### Cell placement, run 1

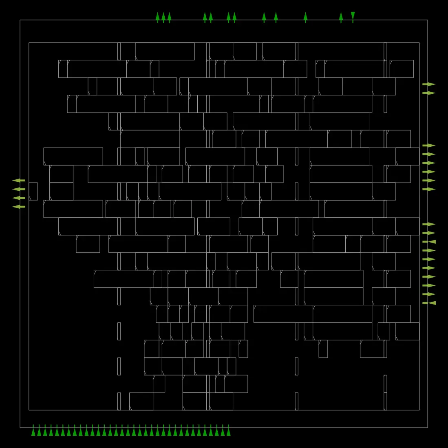
### Sizing map, run 1

Scale: 4 px per micron.
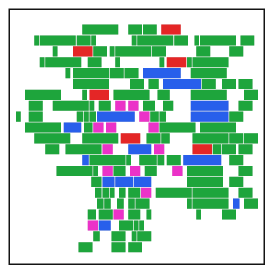
### Power grid, run 1

Scale: 8 px per micron. Pins as bars on the die edge.
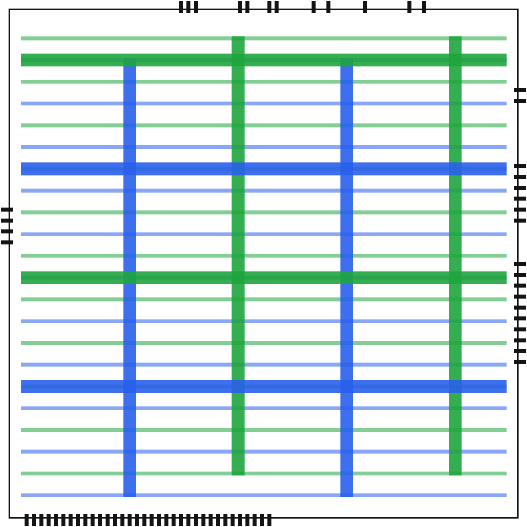
===== src/rtl/seq_pkg.sv =====
// Shared encodings for the memory-cycle sequencer: state codes, select codes and the control word.
package seq_pkg;

  localparam int unsigned STATE_W = 4;
  localparam int unsigned OP_W    = 6;
  localparam int unsigned CNT_W   = 8;

  typedef logic [STATE_W-1:0] state_t;

  localparam state_t S_IDLE    = 4'd0;
  localparam state_t S_F_ADDR  = 4'd1;
  localparam state_t S_F_MEM   = 4'd2;
  localparam state_t S_F_LATCH = 4'd3;
  localparam state_t S_DECODE  = 4'd4;
  localparam state_t S_EXEC    = 4'd5;
  localparam state_t S_ST_DATA = 4'd6;
  localparam state_t S_LS_ADDR = 4'd7;
  localparam state_t S_D_MEM   = 4'd8;
  localparam state_t S_L_LATCH = 4'd9;
  localparam state_t S_L_WB    = 4'd10;
  localparam state_t S_PC_UPD  = 4'd11;
  localparam state_t S_ERR     = 4'd12;

  localparam logic [1:0] MARSEL_ALU  = 2'd0;
  localparam logic [1:0] MARSEL_PC   = 2'd1;
  localparam logic [1:0] MDRSEL_RAM  = 2'd0;
  localparam logic [1:0] MDRSEL_RFA  = 2'd1;
  localparam logic [1:0] ALUSEL_RFB  = 2'd0;
  localparam logic [1:0] ALUSEL_SIMM = 2'd1;
  localparam logic [1:0] RCSEL_RD    = 2'd0;
  localparam logic [1:0] CINSEL_MDR  = 2'd3;
  localparam logic [1:0] NPCSEL_ADD  = 2'd0;
  localparam logic [1:0] OP_FMT_MEM  = 2'b11;

  // Datapath control word; enables are active low
  typedef struct packed {
    logic            mfa;
    logic            mop_sel;
    logic            aop_sel;
    logic [OP_W-1:0] op1;
    logic [1:0]      mar_sel;
    logic [1:0]      mdr_sel;
    logic [1:0]      alu_sel;
    logic            ra_sel;
    logic [1:0]      rc_sel;
    logic [1:0]      cin_sel;
    logic [1:0]      npc_sel;
    logic            mare;
    logic            mdre;
    logic            ire;
    logic            rfe;
    logic            pce;
    logic            npce;
    logic            exec_req;
    logic            busy;
  } ctrl_t;

  // Everything inactive: enables high, selects and opcode zero, no request
  function automatic ctrl_t ctrl_quiet();
    ctrl_t c;
    c      = '0;
    c.mare = 1'b1;
    c.mdre = 1'b1;
    c.ire  = 1'b1;
    c.rfe  = 1'b1;
    c.pce  = 1'b1;
    c.npce = 1'b1;
    return c;
  endfunction

endpackage


===== src/rtl/seq_ctrl_decode.sv =====
// Combinational state -> datapath control word decoder.
module seq_ctrl_decode
  import seq_pkg::*;
#(
  parameter logic [OP_W-1:0] FETCH_OP = 6'h08,
  parameter logic [OP_W-1:0] ADD_OP   = 6'h00
) (
  input  state_t state,
  input  logic   simm,
  output ctrl_t  ctrl_c
);

  always_comb begin
    ctrl_c      = ctrl_quiet();
    ctrl_c.busy = (state != S_IDLE);
    case (state)
      S_F_ADDR: begin
        ctrl_c.mar_sel = MARSEL_PC;
        ctrl_c.mare    = 1'b0;
      end
      S_F_MEM: begin
        ctrl_c.mop_sel = 1'b1;
        ctrl_c.op1     = FETCH_OP;
        ctrl_c.mfa     = 1'b1;
      end
      S_F_LATCH: begin
        ctrl_c.mdr_sel = MDRSEL_RAM;
        ctrl_c.mdre    = 1'b0;
        ctrl_c.ire     = 1'b0;
      end
      S_EXEC: ctrl_c.exec_req = 1'b1;
      // rd goes into MDR here, one state before RA switches back to rs1
      S_ST_DATA: begin
        ctrl_c.ra_sel  = 1'b1;
        ctrl_c.mdr_sel = MDRSEL_RFA;
        ctrl_c.mdre    = 1'b0;
      end
      S_LS_ADDR: begin
        ctrl_c.ra_sel  = 1'b0;
        ctrl_c.aop_sel = 1'b1;
        ctrl_c.op1     = ADD_OP;
        ctrl_c.alu_sel = simm ? ALUSEL_SIMM : ALUSEL_RFB;
        ctrl_c.mar_sel = MARSEL_ALU;
        ctrl_c.mare    = 1'b0;
      end
      S_D_MEM: begin
        ctrl_c.mop_sel = 1'b0;
        ctrl_c.mfa     = 1'b1;
      end
      S_L_LATCH: begin
        ctrl_c.mdr_sel = MDRSEL_RAM;
        ctrl_c.mdre    = 1'b0;
      end
      S_L_WB: begin
        ctrl_c.rc_sel  = RCSEL_RD;
        ctrl_c.cin_sel = CINSEL_MDR;
        ctrl_c.rfe     = 1'b0;
      end
      S_PC_UPD: begin
        ctrl_c.npc_sel = NPCSEL_ADD;
        ctrl_c.pce     = 1'b0;
        ctrl_c.npce    = 1'b0;
      end
      default: ;
    endcase
  end

endmodule


===== src/rtl/mem_cycle_sequencer.sv =====
// Fetch/decode/load-store control sequencer with RAM MFA/MFC handshake and ExecReq/ExecAck hand-off.
// Optional MEM_TIMEOUT_EN adds a stalled-access watchdog that parks the sequencer in ERR.
module mem_cycle_sequencer
  import seq_pkg::*;
#(
  parameter logic [OP_W-1:0] FETCH_OP = 6'h08,
  parameter logic [OP_W-1:0] ADD_OP   = 6'h00
`ifdef MEM_TIMEOUT_EN
  , parameter int unsigned   TIMEOUT_CYCLES = 64
`endif
) (
  input  logic            Clk,
  input  logic            Clr,
  input  logic            Start,
  input  logic [31:0]     IR,
  input  logic            MFC,
  input  logic            ExecAck,
  output logic            MFA,
  output logic            MOP_SEL,
  output logic            AOP_SEL,
  output logic [OP_W-1:0] OP1,
  output logic [1:0]      MAR_SEL,
  output logic [1:0]      MDR_SEL,
  output logic [1:0]      ALU_SEL,
  output logic            RA_SEL,
  output logic [1:0]      RC_SEL,
  output logic [1:0]      CIN_SEL,
  output logic [1:0]      nPC_SEL,
  output logic            MARE,
  output logic            MDRE,
  output logic            IRE,
  output logic            RFE,
  output logic            PCE,
  output logic            nPCE,
  output logic            ExecReq,
  output logic            Busy,
  output logic            MemErr
);

  state_t state_q, state_d;
  ctrl_t  ctrl_q, ctrl_c;
  logic   is_mem, is_store, timeout_c;
  logic   unused_ir;

  assign is_mem    = (IR[31:30] == OP_FMT_MEM);
  assign is_store  = IR[21];
  assign unused_ir = ^{IR[29:22], IR[20:14], IR[12:0]};

`ifdef MEM_TIMEOUT_EN
  logic [CNT_W-1:0] cnt_q, cnt_d;
  logic             mem_err_q;
  logic             in_mem;

  assign in_mem    = (state_q == S_F_MEM) || (state_q == S_D_MEM);
  assign timeout_c = in_mem && !MFC && (cnt_q == CNT_W'(TIMEOUT_CYCLES - 1));

  // Counts stalled MFA cycles; zero whenever no access is in flight
  always_comb begin
    cnt_d = '0;
    if (in_mem && !MFC) cnt_d = cnt_q + CNT_W'(1);
  end

  always_ff @(posedge Clk or negedge Clr) begin
    if (!Clr) begin
      cnt_q     <= '0;
      mem_err_q <= 1'b0;
    end else begin
      cnt_q <= cnt_d;
      if (timeout_c) mem_err_q <= 1'b1;
    end
  end

  assign MemErr = mem_err_q;
`else
  assign timeout_c = 1'b0;
  assign MemErr    = 1'b0;
`endif

  always_comb begin
    state_d = state_q;
    case (state_q)
      S_IDLE:    if (Start) state_d = S_F_ADDR;
      S_F_ADDR:  state_d = S_F_MEM;
      S_F_MEM: begin
        if (MFC)            state_d = S_F_LATCH;
        else if (timeout_c) state_d = S_ERR;
      end
      S_F_LATCH: state_d = S_DECODE;
      S_DECODE: begin
        if (!is_mem)       state_d = S_EXEC;
        else if (is_store) state_d = S_ST_DATA;
        else               state_d = S_LS_ADDR;
      end
      S_EXEC:    if (ExecAck) state_d = S_PC_UPD;
      S_ST_DATA: state_d = S_LS_ADDR;
      S_LS_ADDR: state_d = S_D_MEM;
      S_D_MEM: begin
        if (MFC)            state_d = is_store ? S_PC_UPD : S_L_LATCH;
        else if (timeout_c) state_d = S_ERR;
      end
      S_L_LATCH: state_d = S_L_WB;
      S_L_WB:    state_d = S_PC_UPD;
      S_PC_UPD:  state_d = Start ? S_F_ADDR : S_IDLE;
      S_ERR:     state_d = S_ERR;
      default:   state_d = S_IDLE;
    endcase
  end

  // Control word is decoded from the next state so it registers alongside it
  seq_ctrl_decode #(
    .FETCH_OP (FETCH_OP),
    .ADD_OP   (ADD_OP)
  ) u_decode (
    .state  (state_d),
    .simm   (IR[13]),
    .ctrl_c (ctrl_c)
  );

  always_ff @(posedge Clk or negedge Clr) begin
    if (!Clr) begin
      state_q <= S_IDLE;
      ctrl_q  <= ctrl_quiet();
    end else begin
      state_q <= state_d;
      ctrl_q  <= ctrl_c;
    end
  end

  assign MFA     = ctrl_q.mfa;
  assign MOP_SEL = ctrl_q.mop_sel;
  assign AOP_SEL = ctrl_q.aop_sel;
  assign OP1     = ctrl_q.op1;
  assign MAR_SEL = ctrl_q.mar_sel;
  assign MDR_SEL = ctrl_q.mdr_sel;
  assign ALU_SEL = ctrl_q.alu_sel;
  assign RA_SEL  = ctrl_q.ra_sel;
  assign RC_SEL  = ctrl_q.rc_sel;
  assign CIN_SEL = ctrl_q.cin_sel;
  assign nPC_SEL = ctrl_q.npc_sel;
  assign MARE    = ctrl_q.mare;
  assign MDRE    = ctrl_q.mdre;
  assign IRE     = ctrl_q.ire;
  assign RFE     = ctrl_q.rfe;
  assign PCE     = ctrl_q.pce;
  assign nPCE    = ctrl_q.npce;
  assign ExecReq = ctrl_q.exec_req;
  assign Busy    = ctrl_q.busy;

endmodule


===== config.mk =====
export PLATFORM = sky130hd
export DESIGN_NAME = mem_cycle_sequencer
export DESIGN_NICKNAME = d
export VERILOG_FILES = /design/src/rtl/seq_pkg.sv /design/src/rtl/seq_ctrl_decode.sv /design/src/rtl/mem_cycle_sequencer.sv
export SDC_FILE = /design/constraint.sdc
export NUM_CORES = 1
export LEC_CHECK = 0
export CAP_MARGIN = 40
export CORE_UTILIZATION = 37
export DETAILED_ROUTE_END_ITERATION = 6
export PLACE_DENSITY_LB_ADDON = 0.3
export RECOVER_POWER = 25
export SKIP_CTS_REPAIR_TIMING = 1
export SLEW_MARGIN = 30
export SYNTH_ARGS = -nofsm -noshare
export SYNTH_HDL_FRONTEND = slang
export SYNTH_HIERARCHICAL = 1
export SYNTH_SLANG_ARGS = --single-unit
export TNS_END_PERCENT = 30

===== constraint.sdc =====
create_clock -name Clk -period 1.9 [get_ports Clk]
set_input_delay 0.38 -clock Clk [delete_from_list [all_inputs] [get_ports Clk]]
set_output_delay 0.38 -clock Clk [all_outputs]
set_load 0.02 [all_outputs]

==> job_summary.md, run 1 <==
## PnR job results

| Metric | Value |
|---|---|
| Core Region | `0.003468 sq mm` |
| Register share after synthesis | `61.58%` |
| Critical path arrival | `1990 ps` |
| DRT iter0 DRCs | `23` |
| Tool warnings | `55` |
| Placed Cells | `194` |
| Sequential cell area share | `45.58%` |
| DRC | `0` |
| Ao+oa area frac | `7.451%` |
| Area Growth Syn to Fin | `35.10%` |
| Chip width | `63.38 microns` |
| Part of the power in registers | `33.8%` |
| Tot Pwr | `0.002985 W` |
| H-tree levels | `2` |
| Clock Pin Slew Worst Setup and Hold Paths | `60 ps` |
| Flop-to-flop setup slack | `70 ps` |
| Cell Type Count | `36` |
| Pwr/cell area | `1585 mW/mm^2` |
| Post-Syn Area | `0.001394 sq mm` |
| Ys flop type | `dfrtp_1` |
| Non-CTS buffers | `53` |
| Commonest cells in the netlist | `dfrtp_1, buf_4, dfstp_2` |
| GR Util met3 | `4.710%` |
| Max Clock Skew | `5.396 ps` |
| P_leak | `0.8412 nW` |
| Worst r2r path cells | `5` |
| DP Area | `0.001782 sq mm` |
| Grt total ovfl | `0` |
| Power in sequential cells | `0.00101 W` |
| CTS tree | `yes` |
| Grt met1 use | `14.02%` |
| Hold Vio Cnt, Final | `0` |
| Fp util | `40.19%` |
| Clock-cell share of area | `4.850%` |
| Clock Sinks | `34` |
| Crit-path max FO | `5` |
| Initial antenna violation count | `0` |
| MI comb cells | `60` |
| Post-synth EDFFs | `0` |
| Largest register FFs | `6` |
| Routed wl met3 | `125 microns` |
| Clock buffer count from CTS | `5` |
| Slew Limit Headroom | `47.89%` |
| Hold Path Stages | `2` |
| Flops after synth | `34` |
| CP max stage delay | `480 ps` |
| Yosys chip area | `0.001394 sq mm` |
| Yosys Instances | `109` |
| Xor/xnor share | `1.257%` |
| Slew @ Worst Pin | `781.6 ps` |
| Post-synthesis mux area share | `0%` |
| Most common cell after layout, fill and taps aside | `clkdlybuf4s50_1` |
| Main area contributors | `dfrtp_1, dfstp_2, buf_4` |
| Dpl ws | `-256.4 ps` |
| Crit Path Class | `in2reg` |
| Fraction of registers with async set/reset | `100.0%` |
| Adder-cell share of the synthesized area | `0.7181%` |
| Routing usage on met2 | `21.14%` |
| Multi-input combinational area share | `20.27%` |
| Sw power | `0.001026 W` |
| Register area | `858.3 sq um` |
| Critical path data required time | `2030 ps` |
| FF-to-FF Start | `state_q[1]` |
| Synth warn | `6` |
| Crit path to | `MOP_SEL` |
| Top class by area | `flip-flops and latches` |
| Share of cells above drive strength 1 | `21.79%` |
| Critical path, cell by cell | `clkdlybuf4s50_1 > or3b_1 > o211ai_2 > o311ai_2 > nor4b_1` |
| Logic area | `381.6 sq um` |
| Hpwl dp | `1584 microns` |
| Setup crit end kind | `register` |
| Clock latency at the later pin of the worst-skew pair | `280 ps` |
| Metal-1 WL | `885 microns` |
| Non-clk invs | `1` |
| CP Depth | `5` |
| Top cell area share | `50.27%` |
| Die Y-Extent | `63.38 microns` |
| Hold wc startpoint | `IR[13]` |
| Fmax | `0.5371 GHz` |
| WL/cell | `10.89 microns` |
| Clock power share | `17.7%` |
| Outcome | `completed` |
| Simple Share, Synth | `13.55%` |
Notes on 'Cell placement' above:
seq_cells: 34
Post-Layout Cell Count: 202
Util after Layout: 54.29%
num tapcells: 46

Notes on 'Sizing map' above:
colour	size	cells	share
green	drive 1 or less	122	78%
magenta	drive 3 to 4	14	9.0%
blue	drive 2	14	9.0%
red	drive 6 and up	6	3.8%

Notes on 'Power grid' above:
colour	net
green	VDD
blue	VSS
met4 straps	4
met1 rails	22
rows	21

==> run 2: changes to the inputs <==
--- a/config.mk
+++ b/config.mk
@@ -6,10 +6,10 @@
 export NUM_CORES = 1
 export LEC_CHECK = 0
 export CAP_MARGIN = 40
+export CORE_ASPECT_RATIO = 1.1
 export CORE_UTILIZATION = 37
 export DETAILED_ROUTE_END_ITERATION = 6
 export PLACE_DENSITY_LB_ADDON = 0.3
-export RECOVER_POWER = 25
 export SKIP_CTS_REPAIR_TIMING = 1
 export SLEW_MARGIN = 30
 export SYNTH_ARGS = -nofsm -noshare
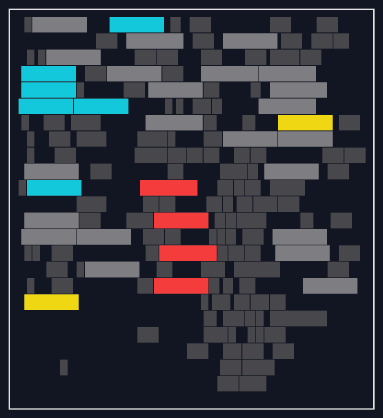
*Sequential cells coloured by netlist name, run 2*
Scale: 6 px per micron.
colour	name in the netlist	placed flops
cyan	`OP1`	6
red	`state_q`	4
yellow	`MDR_SEL`	2
not coloured	22

==> run 2 against run 1 <==
Net effect: die area about the same; synthesized area unchanged; synthesized cell count unchanged; power up 9.9%; clock power up 2%; worst hold slack worse by 160 ps; combinational power up 19%; the run now ends with negative setup slack left; critical path type is now reg2reg; sequential share of layout area down 2.0 points.
==> job_summary.md, run 2 <==
## PnR job results

| Metric | Value |
|---|---|
| Placed Cells | `197 (+1.5%)` |
| Fraction of registers with async set/reset | `100.0% (unchanged)` |
| Sw Share | `35.62%` |
| Tot Pwr | `0.003280 W (+9.9%)` |
| Crit Path Class | `reg2reg` |
| CP Depth | `7 (+2)` |
| Tool warnings | `55 (unchanged)` |
| Setup crit start | `state_q[1]` |
| Ao+oa area frac | `7.451% (unchanged)` |
| Synth top cell by count | `dfrtp_1` |
| Top class by area | `flip-flops and latches` |
| Clock power share | `16.4% (-1.3 points)` |
| Violated checks | `negative setup slack` |
| Flop-to-flop setup slack | `-7 ps (-80 ps)` |
| Max Clock Skew | `3.577 ps (-1.819 ps)` |
| R2r endpoint | `MDRE` |
| DP Area | `0.001779 sq mm (-0.14%)` |
| RSZ-0062 raised after global routing | `true` |
| Clock Power | `0.000539 W` |
| Commonest cells in the netlist | `dfrtp_1, buf_4, dfstp_2` |
| Routing usage on met2 | `23.08% (+1.9 points)` |
| Drt first pass iters | `4` |
| P_leak | `0.8785 nW (+4.4%)` |
| Final worst slack | `-6.544 ps` |
| FF-to-FF Start | `state_q[1]` |
| First-pass GRT wire length | `3891 microns` |
| Critical path arrival | `2120 ps (+130 ps)` |
| Part of the power in registers | `31.1% (-2.7 points)` |
| Logic pwr share | `52.4%` |
| Dpl ws | `-411.7 ps (-155.3 ps)` |
| Clock Pin Slew Worst Setup and Hold Paths | `70 ps (about the same)` |
| Syn_area_per_cell | `12.79 sq um` |
| Post-synthesis mux area share | `0% (unchanged)` |
| Clock Sinks | `34 (unchanged)` |
| Final worst path period share | `100.3%` |
| Hold_ws | `506.0 ps` |
| Clock latency at the later pin of the worst-skew pair | `280 ps (about the same)` |
| Crit path to | `MDRE` |
| Port bufs | `38` |
| Power in sequential cells | `0.00102 W (about the same)` |
| Synth warn | `6 (unchanged)` |
| Sequential cell area share | `43.60% (-2.0 points)` |
| Most common logic cells in the final layout | `clkdlybuf4s50_1, dfrtp_1, buf_4` |
| CP max stage delay | `390 ps (-90 ps)` |
| Grt met1 use | `13.65% (-0.36 points)` |
| Most common cell after layout, fill and taps aside | `clkdlybuf4s50_1` |
| Simple Share, Synth | `13.55% (unchanged)` |
| Met2 Routed Length | `1366 microns` |
| Signal buf overhead | `26.87%` |
| Critical path, cell by cell | `buf_6 > or3b_4 > o211ai_4 > o311ai_4 > buf_6 > and4bb_1 > o21ba_4` |
| Ports | `68` |
| Sw power | `0.001168 W (+14%)` |
| Logic area | `421.7 sq um (+10%)` |
| Non-CTS buffers | `57 (+7.5%)` |
| Worst path most repeated cell | `buf_6` |
| H-tree levels | `2 (unchanged)` |
| Register area | `860.8 sq um (+0.29%)` |
| Register share after synthesis | `61.58% (unchanged)` |
| Largest buffer count on any clock path | `2` |
| P_comb | `0.00172 W` |
| Clock buffer count from CTS | `5 (unchanged)` |
| Flops after synth | `34 (unchanged)` |
| Routed wl met3 | `145 microns (+16%)` |
| Number of diodes | `0` |
| Layout net count | `196` |
| Clk_buf instances | `6` |
| Hpwl dp | `1691 microns (+6.8%)` |
| Critical Path Source Type | `register` |
| Largest register FFs | `6 (unchanged)` |
| Final setup fails | `1` |
| Main area contributors | `dfrtp_1, dfstp_2, buf_4` |
| Yosys Instances | `109 (unchanged)` |
| Adder-cell share of the synthesized area | `0.7181% (unchanged)` |
| Yosys chip area | `0.001394 sq mm (unchanged)` |
| Non-clk invs | `1 (unchanged)` |
| Top Consumer | `combinational cells` |
| Die area | `0.004017 sq mm` |
| Gate Count Post-Synth | `109` |
| FP Rows | `23` |
| Worst r2r path cells | `7 (+2)` |
| Area Growth Syn to Fin | `41.65%` |
| Fp util | `38.44% (-1.7 points)` |
| Fill cells | `338` |
| Critical path data required time | `2110 ps (+80 ps)` |
| Seq_cells | `34 (unchanged)` |
| Post-synth EDFFs | `0 (unchanged)` |
| Util after Layout | `54.45% (+0.16 points)` |
| Grt total ovfl | `0 (unchanged)` |
| Cell Type Count | `36 (unchanged)` |
| Max cap viols | `0` |
| GR Util met3 | `6.067% (+1.4 points)` |
| Xor/xnor share | `1.257% (unchanged)` |
| Initial antenna violation count | `0 (unchanged)` |
| Vias | `926` |
| DRT iter0 DRCs | `30 (+30%)` |
| Share of cells above drive strength 1 | `28.13% (+6.3 points)` |
| Outcome | `finished with violations` |
| MI comb cells | `60 (unchanged)` |
| Top cell area share | `50.27% (unchanged)` |
| Cell-internal power | `0.002112 W` |
| Num tapcells | `50 (+8.7%)` |
| Vias/cell | `4.410` |
| Final WL | `2596 microns` |
| Multi-input combinational area share | `21.36% (+1.1 points)` |
| WL/cell | `12.36 microns (+14%)` |
| Pwr/cell area | `1661 mW/mm^2 (+4.8%)` |
| Post-Syn Area | `0.001394 sq mm (unchanged)` |
| DRC | `0 (unchanged)` |
| Ys flop type | `dfrtp_1` |
| Largest net degree at the start of global routing | `35` |
| Fmax | `0.5245 GHz (-2.3%)` |
| Post-Layout Cell Count | `210 (+4.0%)` |
| Root Driver | `clkbuf_8` |
| Hold Vio Cnt, Final | `0 (unchanged)` |
| GRT busiest layer | `met2` |
| Clock-cell share of area | `4.816% (-0.034 points)` |
| Metal-1 WL | `1047 microns (+18%)` |
| CTS tree | `yes` |
| Crit-path max FO | `8 (+3)` |
| Final ANT Viol Nets | `0` |
| Total global routing track utilization | `13.42%` |
| Setup crit end kind | `register` |
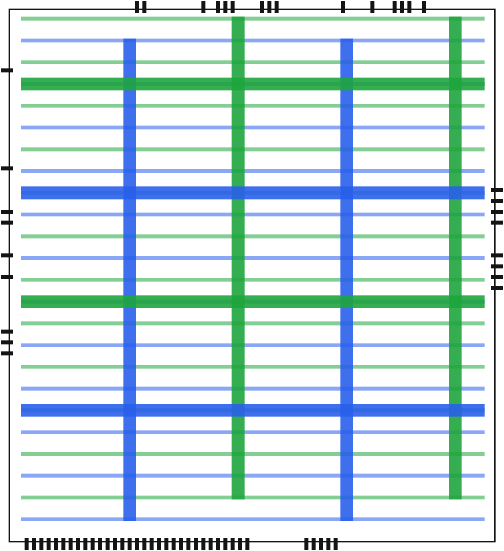
*Power grid, run 2*
Scale: 8 px per micron. Pins as bars on the die edge.
Worst VDD drop: 768.8 uV
Core Region: 0.003626 sq mm
chip width: 60.52 microns
Die Y-Extent: 66.37 microns

==> run 3: changes to the inputs <==
--- a/config.mk
+++ b/config.mk
@@ -7,7 +7,7 @@
 export LEC_CHECK = 0
 export CAP_MARGIN = 40
 export CORE_ASPECT_RATIO = 1.1
-export CORE_UTILIZATION = 37
+export CORE_UTILIZATION = 44
 export DETAILED_ROUTE_END_ITERATION = 6
 export PLACE_DENSITY_LB_ADDON = 0.3
 export SKIP_CTS_REPAIR_TIMING = 1
==> constraint.sdc (replaced) <==
create_clock -name Clk -period 2.2 [get_ports Clk]
set_input_delay 0.44 -clock Clk [delete_from_list [all_inputs] [get_ports Clk]]
set_output_delay 0.44 -clock Clk [all_outputs]
set_load 0.02 [all_outputs]
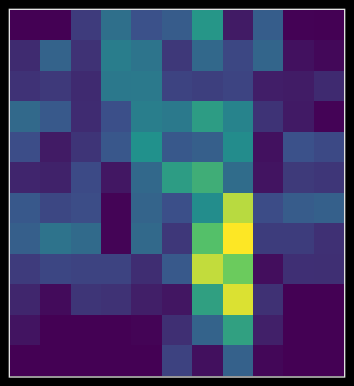
*Wire density map, run 3*
Scale: 6 px per micron. 11 x 12 tiles, from dark purple (low) to yellow (high), scaled to the fullest tile. Values are wire area over tile area, all layers added.
fullest tile	0.50
emptiest ninth of the die	south-west
mean over tiles	0.11

==> run 3 against run 2 <==
Net effect: the flow now finishes without violations; worst setup slack improved by 280 ps; clock skew up 1.4 ps; global-route usage is 1.4 points higher; maximum frequency decreased by 0.82%; via count decreased by 5.2%; clock power shrank 36%; critical path type unchanged; critical endpoint unchanged; largest cell class unchanged; largest power group unchanged.
==> job_summary.md, run 3 <==
## PnR job results

| Metric | Value |
|---|---|
| Fp util | `46.13% (+7.7 points)` |
| Tot Pwr | `0.002367 W (-28%)` |
| Main area contributors | `dfrtp_1, dfstp_2, buf_4` |
| Port bufs | `38 (unchanged)` |
| Yosys Instances | `109 (unchanged)` |
| Hold_ws | `503.5 ps (-2.535 ps)` |
| Syn_area_per_cell | `12.79 sq um (unchanged)` |
| Number of diodes | `0 (unchanged)` |
| Commonest cells in the netlist | `dfrtp_1, buf_4, dfstp_2` |
| Largest buffer count on any clock path | `2 (unchanged)` |
| Chip width | `55.67 microns (-8.0%)` |
| Grt met1 use | `14.60% (+0.95 points)` |
| Final ANT Viol Nets | `0 (unchanged)` |
| MI comb cells | `60 (unchanged)` |
| Setup crit start | `state_q[1]` |
| Pwr/cell area | `1325 mW/mm^2 (-20%)` |
| Top Consumer | `combinational cells` |
| Post-synth EDFFs | `0 (unchanged)` |
| Drt first pass iters | `4 (unchanged)` |
| DRT iter0 DRCs | `15 (-50%)` |
| Grt total ovfl | `0 (unchanged)` |
| Largest net degree at the start of global routing | `35 (unchanged)` |
| Util after Layout | `59.13% (+4.7 points)` |
| Seq_cells | `34 (unchanged)` |
| Routed wl met3 | `163 microns (+12%)` |
| Post-Syn Area | `0.001394 sq mm (unchanged)` |
| DP Area | `0.001719 sq mm (-3.4%)` |
| Most common logic cells in the final layout | `clkdlybuf4s50_1, dfrtp_1, conb_1` |
| CP Depth | `6 (-1)` |
| Critical path, cell by cell | `buf_4 > or3b_1 > o211ai_2 > o311ai_2 > and4bb_1 > o21ba_1` |
| First-pass GRT wire length | `3546 microns (-8.9%)` |
| RSZ-0062 raised after global routing | `false` |
| Fmax | `0.5202 GHz (-0.82%)` |
| Clock Power | `0.000346 W (-36%)` |
| Logic area | `381.6 sq um (-9.5%)` |
| Metal-1 WL | `908 microns (-13%)` |
| Crit-path max FO | `8 (unchanged)` |
| Most common cell after layout, fill and taps aside | `clkdlybuf4s50_1` |
| Register area | `858.3 sq um (-0.29%)` |
| Simple Share, Synth | `13.55% (unchanged)` |
| Die area | `0.003397 sq mm (-15%)` |
| Signal buf overhead | `24.65% (-2.2 points)` |
| Final setup fails | `0 (-1)` |
| Clk_buf instances | `7 (+1)` |
| Sw Share | `36.54% (+0.92 points)` |
| Gate Count Post-Synth | `109 (unchanged)` |
| Clock latency at the later pin of the worst-skew pair | `330 ps (+50 ps)` |
| Logic pwr share | `48.0% (-4.4 points)` |
| Routing usage on met2 | `24.44% (+1.4 points)` |
| Clock-cell share of area | `3.361% (-1.5 points)` |
| Ports | `68 (unchanged)` |
| Vias | `878 (-5.2%)` |
| Clock power share | `14.6% (-1.8 points)` |
| Die Y-Extent | `61.03 microns (-8.0%)` |
| Hold Vio Cnt, Final | `0 (unchanged)` |
| Placed Cells | `175 (-11%)` |
| Part of the power in registers | `37.3% (+6.2 points)` |
| Clock Sinks | `34 (unchanged)` |
| Clock Pin Slew Worst Setup and Hold Paths | `100 ps (+30 ps)` |
| Root Driver | `clkbuf_4` |
| Power in sequential cells | `0.000884 W (-10%)` |
| Met2 Routed Length | `1189 microns (-13%)` |
| Slew @ Worst Pin | `735.0 ps` |
| Setup crit end kind | `register` |
| Largest register FFs | `6 (unchanged)` |
| Non-CTS buffers | `46 (-19%)` |
| Flop-to-flop setup slack | `280 ps (+280 ps)` |
| Post-Layout Cell Count | `183 (-13%)` |
| Top class by area | `flip-flops and latches` |
| Critical path data required time | `2460 ps (+350 ps)` |
| CTS tree | `yes` |
| GR Util met3 | `9.034% (+3.0 points)` |
| Yosys chip area | `0.001394 sq mm (unchanged)` |
| Max Clock Skew | `4.973 ps (+1.396 ps)` |
| Worst r2r path cells | `6 (-1)` |
| Layout net count | `185 (-5.6%)` |
| Ao+oa area frac | `7.451% (unchanged)` |
| Sw power | `0.0008649 W (-26%)` |
| Vias/cell | `4.798 (+8.8%)` |
| Critical path arrival | `2190 ps (+70 ps)` |
| Xor/xnor share | `1.257% (unchanged)` |
| Fin area | `0.001787 sq mm` |
| Top cell area share | `50.27% (unchanged)` |
| Post-synthesis mux area share | `0% (unchanged)` |
| Fraction of registers with async set/reset | `100.0% (unchanged)` |
| Adder-cell share of the synthesized area | `0.7181% (unchanged)` |
| Non-clk invs | `1 (unchanged)` |
| Core Region | `0.003022 sq mm (-17%)` |
| Total global routing track utilization | `14.77% (+1.4 points)` |
| Final WL | `2328 microns (-10%)` |
| FF-to-FF Start | `state_q[1]` |
| Hpwl dp | `1608 microns (-4.9%)` |
| P_comb | `0.00114 W (-34%)` |
| Multi-input combinational area share | `21.36% (about the same)` |
| Cell-internal power | `0.001502 W (-29%)` |
| Final worst slack | `277.7 ps (+284.3 ps)` |
| Area Growth Syn to Fin | `28.19%` |
| Cell Type Count | `36 (unchanged)` |
| Outcome | `completed` |
| DRC | `0 (unchanged)` |
| GRT busiest layer | `met2` |
| Register share after synthesis | `61.58% (unchanged)` |
| Clock buffer count from CTS | `5 (unchanged)` |
| P_leak | `0.7932 nW (-9.7%)` |
| Synth warn | `6 (unchanged)` |
| Ys flop type | `dfrtp_1` |
| Final worst path period share | `87.38% (-13 points)` |
| Critical Path Source Type | `register` |
| Dpl ws | `-126.1 ps (+285.6 ps)` |
| Crit Path Class | `reg2reg` |
| Initial antenna violation count | `0 (unchanged)` |
| Crit path to | `MDRE` |
| Worst VDD drop | `808.3 uV (+5.1%)` |
| Max cap viols | `0 (unchanged)` |
| Tool warnings | `54 (-1.8%)` |
| H-tree levels | `2 (unchanged)` |
| WL/cell | `12.72 microns (+2.9%)` |
| Synth top cell by count | `dfrtp_1` |
| Share of cells above drive strength 1 | `18.12% (-10 points)` |
| Flops after synth | `34 (unchanged)` |
| R2r endpoint | `MDRE` |
| CP max stage delay | `440 ps (+50 ps)` |
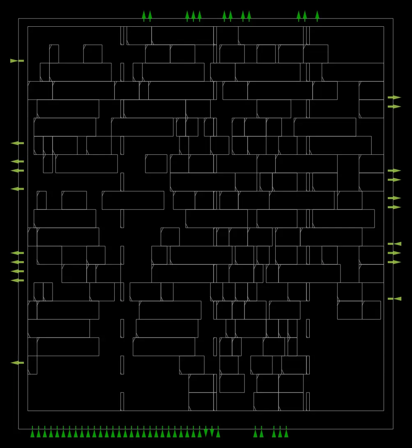
*Cell placement, run 3*
sequential cell area share: 48.04%
FP Rows: 21
Fill cells: 260
num tapcells: 34

No activity file was given, so power comes from the tool's default toggle rates.
